--- config.mk ---
export PLATFORM = sky130hd
export DESIGN_NAME = sram_pwr_seq
export DESIGN_NICKNAME = d
export VERILOG_FILES = /design/src/rtl/sram_pwr_seq.sv
export SDC_FILE = /design/constraint.sdc
export NUM_CORES = 1
export LEC_CHECK = 0
export CORE_UTILIZATION = 53
export DETAILED_ROUTE_END_ITERATION = 16
export GPL_TIMING_DRIVEN = 0
export HOLD_SLACK_MARGIN = 0.08
export PLACE_DENSITY = 0.85
export RECOVER_POWER = 100
export SLEW_MARGIN = 20
export SYNTH_ARGS = -nofsm -noshare
export SYNTH_HDL_FRONTEND = slang
export SYNTH_SLANG_ARGS = --single-unit
--- constraint.sdc ---
create_clock -name clk_i -period 5.9 [get_ports clk_i]
set_input_delay 1.475 -clock clk_i [delete_from_list [all_inputs] [get_ports clk_i]]
set_output_delay 1.475 -clock clk_i [all_outputs]
set_load 0.05 [all_outputs]
--- src/rtl/sram_pwr_seq.sv ---
// sram_pwr_seq: power-state sequencer for a single SRAM bank wrapper.
// Owns the bank power pins and drains in-flight accesses before power-down.
// It gates bus requests so that traffic reaches the bank only in the ON state.
// Handshake: a power command is taken on a clock edge where cmd_valid_i and
// cmd_ready_o are both high. The requester holds cmd_i stable while
// cmd_valid_i is high. cmd_ready_o depends only on the registered state.
module sram_pwr_seq #(
    parameter int AckTimeout = 64,
    parameter int WakeCycles = 4
) (
    input  logic       clk_i,
    input  logic       rst_i,
    input  logic       cmd_valid_i,
    input  logic [1:0] cmd_i,
    output logic       cmd_ready_o,
    output logic       cmd_err_o,
    input  logic       mem_req_i,
    output logic       mem_gnt_o,
    output logic       mem_rvalid_o,
    output logic       sram_req_o,
    output logic       sram_pwrgate_no,
    input  logic       sram_pwrgate_ack_ni,
    output logic       sram_set_ret_no,
    output logic [2:0] state_o,
    output logic       timeout_o
);

    localparam int MaxCnt   = (AckTimeout > WakeCycles) ? AckTimeout : WakeCycles;
    localparam int CntWidth = $clog2(MaxCnt + 1);

    localparam logic [CntWidth-1:0] AckLast  = CntWidth'(AckTimeout - 1);
    localparam logic [CntWidth-1:0] WakeLast = CntWidth'(WakeCycles - 1);

    localparam logic [1:0] CmdOn  = 2'b01;
    localparam logic [1:0] CmdOff = 2'b10;
    localparam logic [1:0] CmdRet = 2'b11;

    typedef enum logic [2:0] {
        ST_ON     = 3'd0,
        ST_DRAIN  = 3'd1,
        ST_GATING = 3'd2,
        ST_OFF    = 3'd3,
        ST_RET    = 3'd4,
        ST_WAKE   = 3'd5,
        ST_SETTLE = 3'd6
    } state_t;

    state_t              state;
    logic [CntWidth-1:0] cnt;
    logic                tgt_ret;
    logic                cmd_fire;

    // Commands are taken only in the three stable states.
    assign cmd_ready_o = (state == ST_ON) || (state == ST_OFF) || (state == ST_RET);
    assign cmd_fire    = cmd_valid_i & cmd_ready_o;

    // A power command taking effect this cycle blocks a bus request.
    assign mem_gnt_o  = mem_req_i & (state == ST_ON) & ~(cmd_fire & (cmd_i != CmdOn));
    assign sram_req_o = mem_gnt_o;
    assign state_o    = state;

    // Sequencer FSM with registered power pins, status flags and response valid.
    always_ff @(posedge clk_i) begin
        if (rst_i) begin
            state           <= ST_ON;
            cnt             <= '0;
            tgt_ret         <= 1'b0;
            sram_pwrgate_no <= 1'b1;
            sram_set_ret_no <= 1'b1;
            mem_rvalid_o    <= 1'b0;
            cmd_err_o       <= 1'b0;
            timeout_o       <= 1'b0;
        end else begin
            cmd_err_o    <= 1'b0;
            mem_rvalid_o <= mem_gnt_o;
            case (state)
                ST_ON: begin
                    if (cmd_fire && (cmd_i == CmdOff || cmd_i == CmdRet)) begin
                        tgt_ret <= (cmd_i == CmdRet);
                        state   <= ST_DRAIN;
                    end
                end
                // One cycle so the response of the last grant issues.
                ST_DRAIN: begin
                    cnt <= '0;
                    if (tgt_ret) begin
                        sram_set_ret_no <= 1'b0;
                        state           <= ST_RET;
                    end else begin
                        sram_pwrgate_no <= 1'b0;
                        state           <= ST_GATING;
                    end
                end
                ST_GATING: begin
                    if (!sram_pwrgate_ack_ni || cnt == AckLast) begin
                        if (sram_pwrgate_ack_ni) timeout_o <= 1'b1;
                        cnt   <= '0;
                        state <= ST_OFF;
                    end else begin
                        cnt <= cnt + 1'b1;
                    end
                end
                ST_OFF: begin
                    if (cmd_fire && cmd_i == CmdOn) begin
                        sram_pwrgate_no <= 1'b1;
                        cnt             <= '0;
                        state           <= ST_WAKE;
                    end else if (cmd_fire && cmd_i == CmdRet) begin
                        // Retention requires a powered array; reject it from OFF.
                        cmd_err_o <= 1'b1;
                    end
                end
                ST_WAKE: begin
                    if (sram_pwrgate_ack_ni || cnt == AckLast) begin
                        if (!sram_pwrgate_ack_ni) timeout_o <= 1'b1;
                        cnt   <= '0;
                        state <= ST_SETTLE;
                    end else begin
                        cnt <= cnt + 1'b1;
                    end
                end
                ST_RET: begin
                    if (cmd_fire && cmd_i == CmdOn) begin
                        sram_set_ret_no <= 1'b1;
                        cnt             <= '0;
                        state           <= ST_SETTLE;
                    end else if (cmd_fire && cmd_i == CmdOff) begin
                        sram_set_ret_no <= 1'b1;
                        sram_pwrgate_no <= 1'b0;
                        cnt             <= '0;
                        state           <= ST_GATING;
                    end
                end
                ST_SETTLE: begin
                    if (cnt == WakeLast) begin
                        cnt   <= '0;
                        state <= ST_ON;
                    end else begin
                        cnt <= cnt + 1'b1;
                    end
                end
                default: begin
                    cnt   <= '0;
                    state <= ST_ON;
                end
            endcase
        end
    end

endmodule
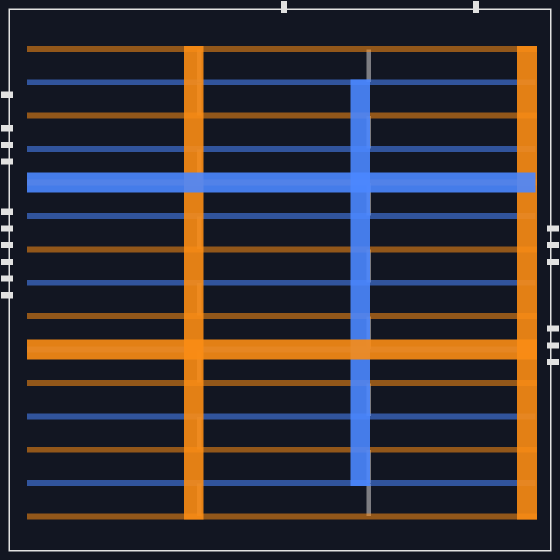
**Above:** supply network.
Pins as bars on the die edge. Tap cells in grey.
Key: orange = VSS; blue = VDD
16 tap cells. 15 met1 rails follow the rows. 18 signal pins sit on the boundary.
die span in y: 44.0 um
Die X: 44.0 um

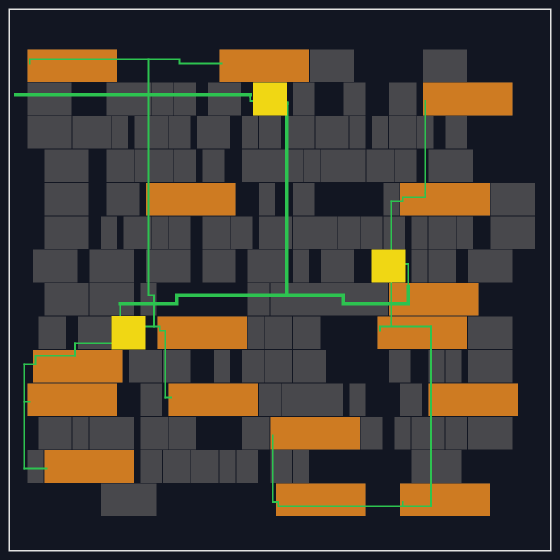
**Above:** clock distribution.
Key: orange = flip-flops [count 16]; yellow = cells driving clock nets [count 3]; green = clock wires [length 196 um]
There are 4 routed clock nets. Position of the flops: spread over the die.
clock skew: 0.00278 ns
clk_lat worst skew: 0.29 ns
clock share of power: 0.128

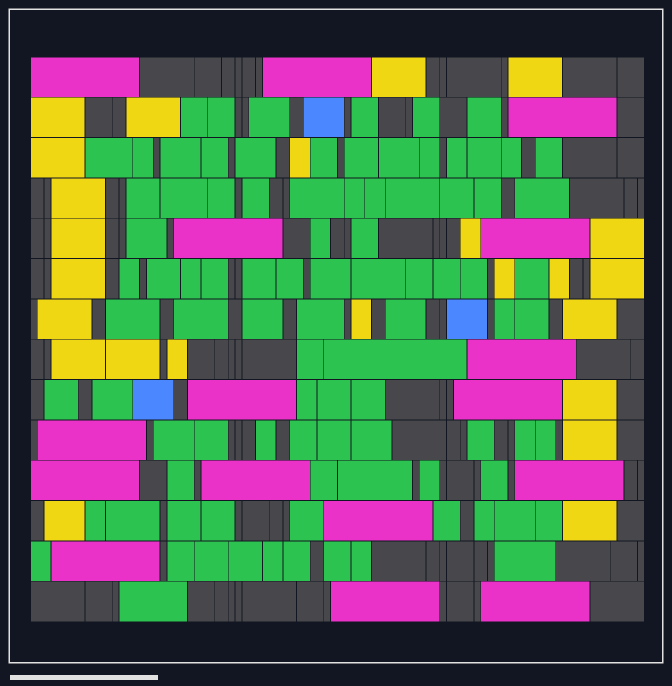
**Above:** placed cells, one colour a class.
Bar = 10 um. Fill, decap, tap and diode cells in grey.
Key: yellow = other buffers and delay cells [cells 24]; magenta = flip-flops [cells 16]; blue = cells driving clock nets [cells 3]; green = all other logic [cells 92]
sequential cell area share: 0.280
core footprint: 1580 sq um
row cnt: 14

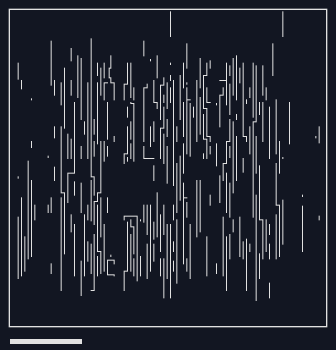
**Above:** met2 routing.
Bar = 10 um.
The wires run mostly vertical. The layer carries 983 um of wire.
grt met2 use: 0.403
Routed WL: 2140 um
routed vias: 966

==> CHANGELOG.md <==
### Implementation results

- Status: finished with violations
- Failing checks: DRC
- Root buf cell: clkbuf_4
- Clk slew on worst S/H paths: 0.09 ns
- Cell mode on critical path: dlygate4sd3_1
- Crit-path cells: dlygate4sd3_1 -> nor2b_1 -> o211a_1 -> buf_4 -> dlygate4sd3_1
- Final cell utilization of the core: 0.725
- CTS sink count: 16
- Combinational fraction of design power: 0.573
- Routed len/inst: 14.2 um
- Postcts setup bufs: 0
- Hold crit path type: flop to flop
- CTS tree: yes
- Max IR drop VDD: 0.283 mV
- Critical path startpoint: cmd_i[1]
- Cts bufs inserted: 3
- Drt first pass iters: 10
- Vias in the first global route: 836
- Dominant logic cell type in the layout: dfxtp_1
- Yosys cell types: 38
- Worst path required time: 4.43 ns
- PD cells: 395 nW/um^2
- Post-cts resize count: 0
- Crit. End Element: output pin
- Share of post-route cells with drive strength above 1: 0.0519
- First-pass GRT wire length: 3660 um
- Post-route ant nets: 0
- Slew Limit Fails: 0
- Crit path DAT: 3.49 ns
- Dominant logic cell types in the final layout: 16 x dfxtp_1, 15 x dlygate4sd3_1, 10 x a31oi_1
- Final std cells w/o fill: 151
- Flop pwr share: 0.299
- DRC Markers: 1
- CP Max Fanout: 7
- Yosys stat area: 933 sq um
- RSZ-0062 raised after global routing: no
- DP Worst Slack: 1.05 ns
- Tmin final: 4.96 ns
- R2R Setup Slk: 3.40 ns
- Remaining Overflow, GRT: 0
- Synth top area cells: dfxtp_1 34%, a31oi_1 6.7%, a21oi_1 4.8%
- Slew headroom: 0.613
- Initial antenna violation count: 0
- Syn avg cell area: 8.12 sq um
- FF-to-FF Start: cnt[0]
- Worst reg2reg path endpoint: state_o[2]
- CP Capture Point: sram_req_o
- Fmax achieved: 201 MHz
- Sw Pwr: 0.000220 W
- Switching Share: 0.488
- ANT cells: 0
- Placed cell count: 148
- Layout area overhead: 22.4%
- Setup Total Neg Slack: 0 ns
- Port-buffer cells: 17
- WHS Path Cells: 2
- Final Setup Violations: 0
- 1st-iter DRT viols: 25
- GRT Resource Usage Total: 0.252
- Worst Max-Slew Pin Slew: 0.574 ns
- Crit Path Category: primary input to output pin
==> cells by family (layout without fill, tap and decap cells) <==
family                     count (synthesis)  in the layout  synth area share
muxes                                      2              2            0.0214
adders and majority gates                  1              1            0.0134
buffers and inverters                     15             35            0.0643
xor gates and xnor gates                   1              1           0.00939
AOI/OAI and AO/OA                         42             42             0.315
DFF                                       16             16             0.343
and+or+nand+nor                           38             38             0.233
==> metal layers <==
layer,share of wire,GRT usage,up-vias
met5,0,0,-
met4,0.0070,0.0545,0
met3,0.077,0.0667,2
met2,0.46,0.403,35
met1,0.46,0.342,452
li1,-,-,477
==> power groups by stage <==
stage	sequential, W	combinational, W	clock [W]
floorplan	0.000176	0.000155	0
global placement	0.000137	0.000261	0
detailed placement	0.000138	0.000266	0
CTS	0.000136	0.000267	0.0000590
global route	0.000138	0.000282	0.0000616
finish	0.000135	0.000259	0.0000577
==> through the flow <==
step	instance area, sq um	hold slack, ns	power (W)
floorplan	933	0.479	0.000331
global placement	1120	0.449	0.000399
detailed placement	1120	0.461	0.000404
CTS	1150	0.477	0.000461
global route	1140	0.489	0.000481
finish	1140	0.469	0.000452
==> sequential cells by signal, indices dropped and copies added, names as in the netlist <==
register,count
mem_rvalid_o,1
sram_set_ret_no,1
timeout_o,1
cmd_err_o,1
cnt,7
state_o,3
sram_pwrgate_no,1
tgt_ret,1
==> worst min-delay path by stage <==
stage / startpoint / end / slack (ns)
after floorplan: cnt[2] / cnt[2] / 0.48
after global placement: timeout_o / timeout_o / 0.45
after detailed placement: sram_set_ret_no / sram_set_ret_no / 0.46
after CTS: sram_set_ret_no / sram_set_ret_no / 0.48
after global routing: sram_set_ret_no / sram_set_ret_no / 0.49
final: sram_set_ret_no / sram_set_ret_no / 0.47
==> cells in the mapped netlist <==
cell type,number
o21ai_0,7
nand3b_1,2
o221a_2,1
nor3_1,4
nor2b_1,2
a21oi_1,9
nor3b_1,1
a22oi_1,2
xor2_1,1
nor2_1,9
clkbuf_1,6
or3_1,1
nor4bb_1,1
nand4_1,2
nand3_1,6
dfxtp_1,16
o211a_1,2
and3_1,2
a31oi_1,10
inv_1,8
nand2_1,3
o211ai_1,1
o311a_1,1
o21ai_2,1
buf_4,1
ha_1,1
o31ai_1,3
and3b_1,1
and2_1,1
o311ai_4,1
o21a_1,1
o41ai_1,1
mux2i_1,2
or4_1,1
or4b_1,1
o22ai_1,1
a21boi_0,1
or4b_4,1
==> area by class of cell <==
| cell class | instances | area (sq um) |
|---|---|---|
| Multi-Input combinational cell | 84 | 549 |
| Timing Repair Buffer | 17 | 170 |
| Sequential cell | 16 | 320 |
| Clock buffer | 3 | 22.5 |
| Fill cell | 132 | 434 |
| Buffer | 7 | 30.0 |
| Tap cell | 16 | 20.0 |
| Inverter | 8 | 30.0 |
==> worst max-delay path, delay by kind of cell <==
kind,cells,cell delay (ns)
simple gates,1,0.22
buf+inv,3,1.60
compound gates,1,0.20
No activity file was given, so power comes from the tool's default toggle rates.
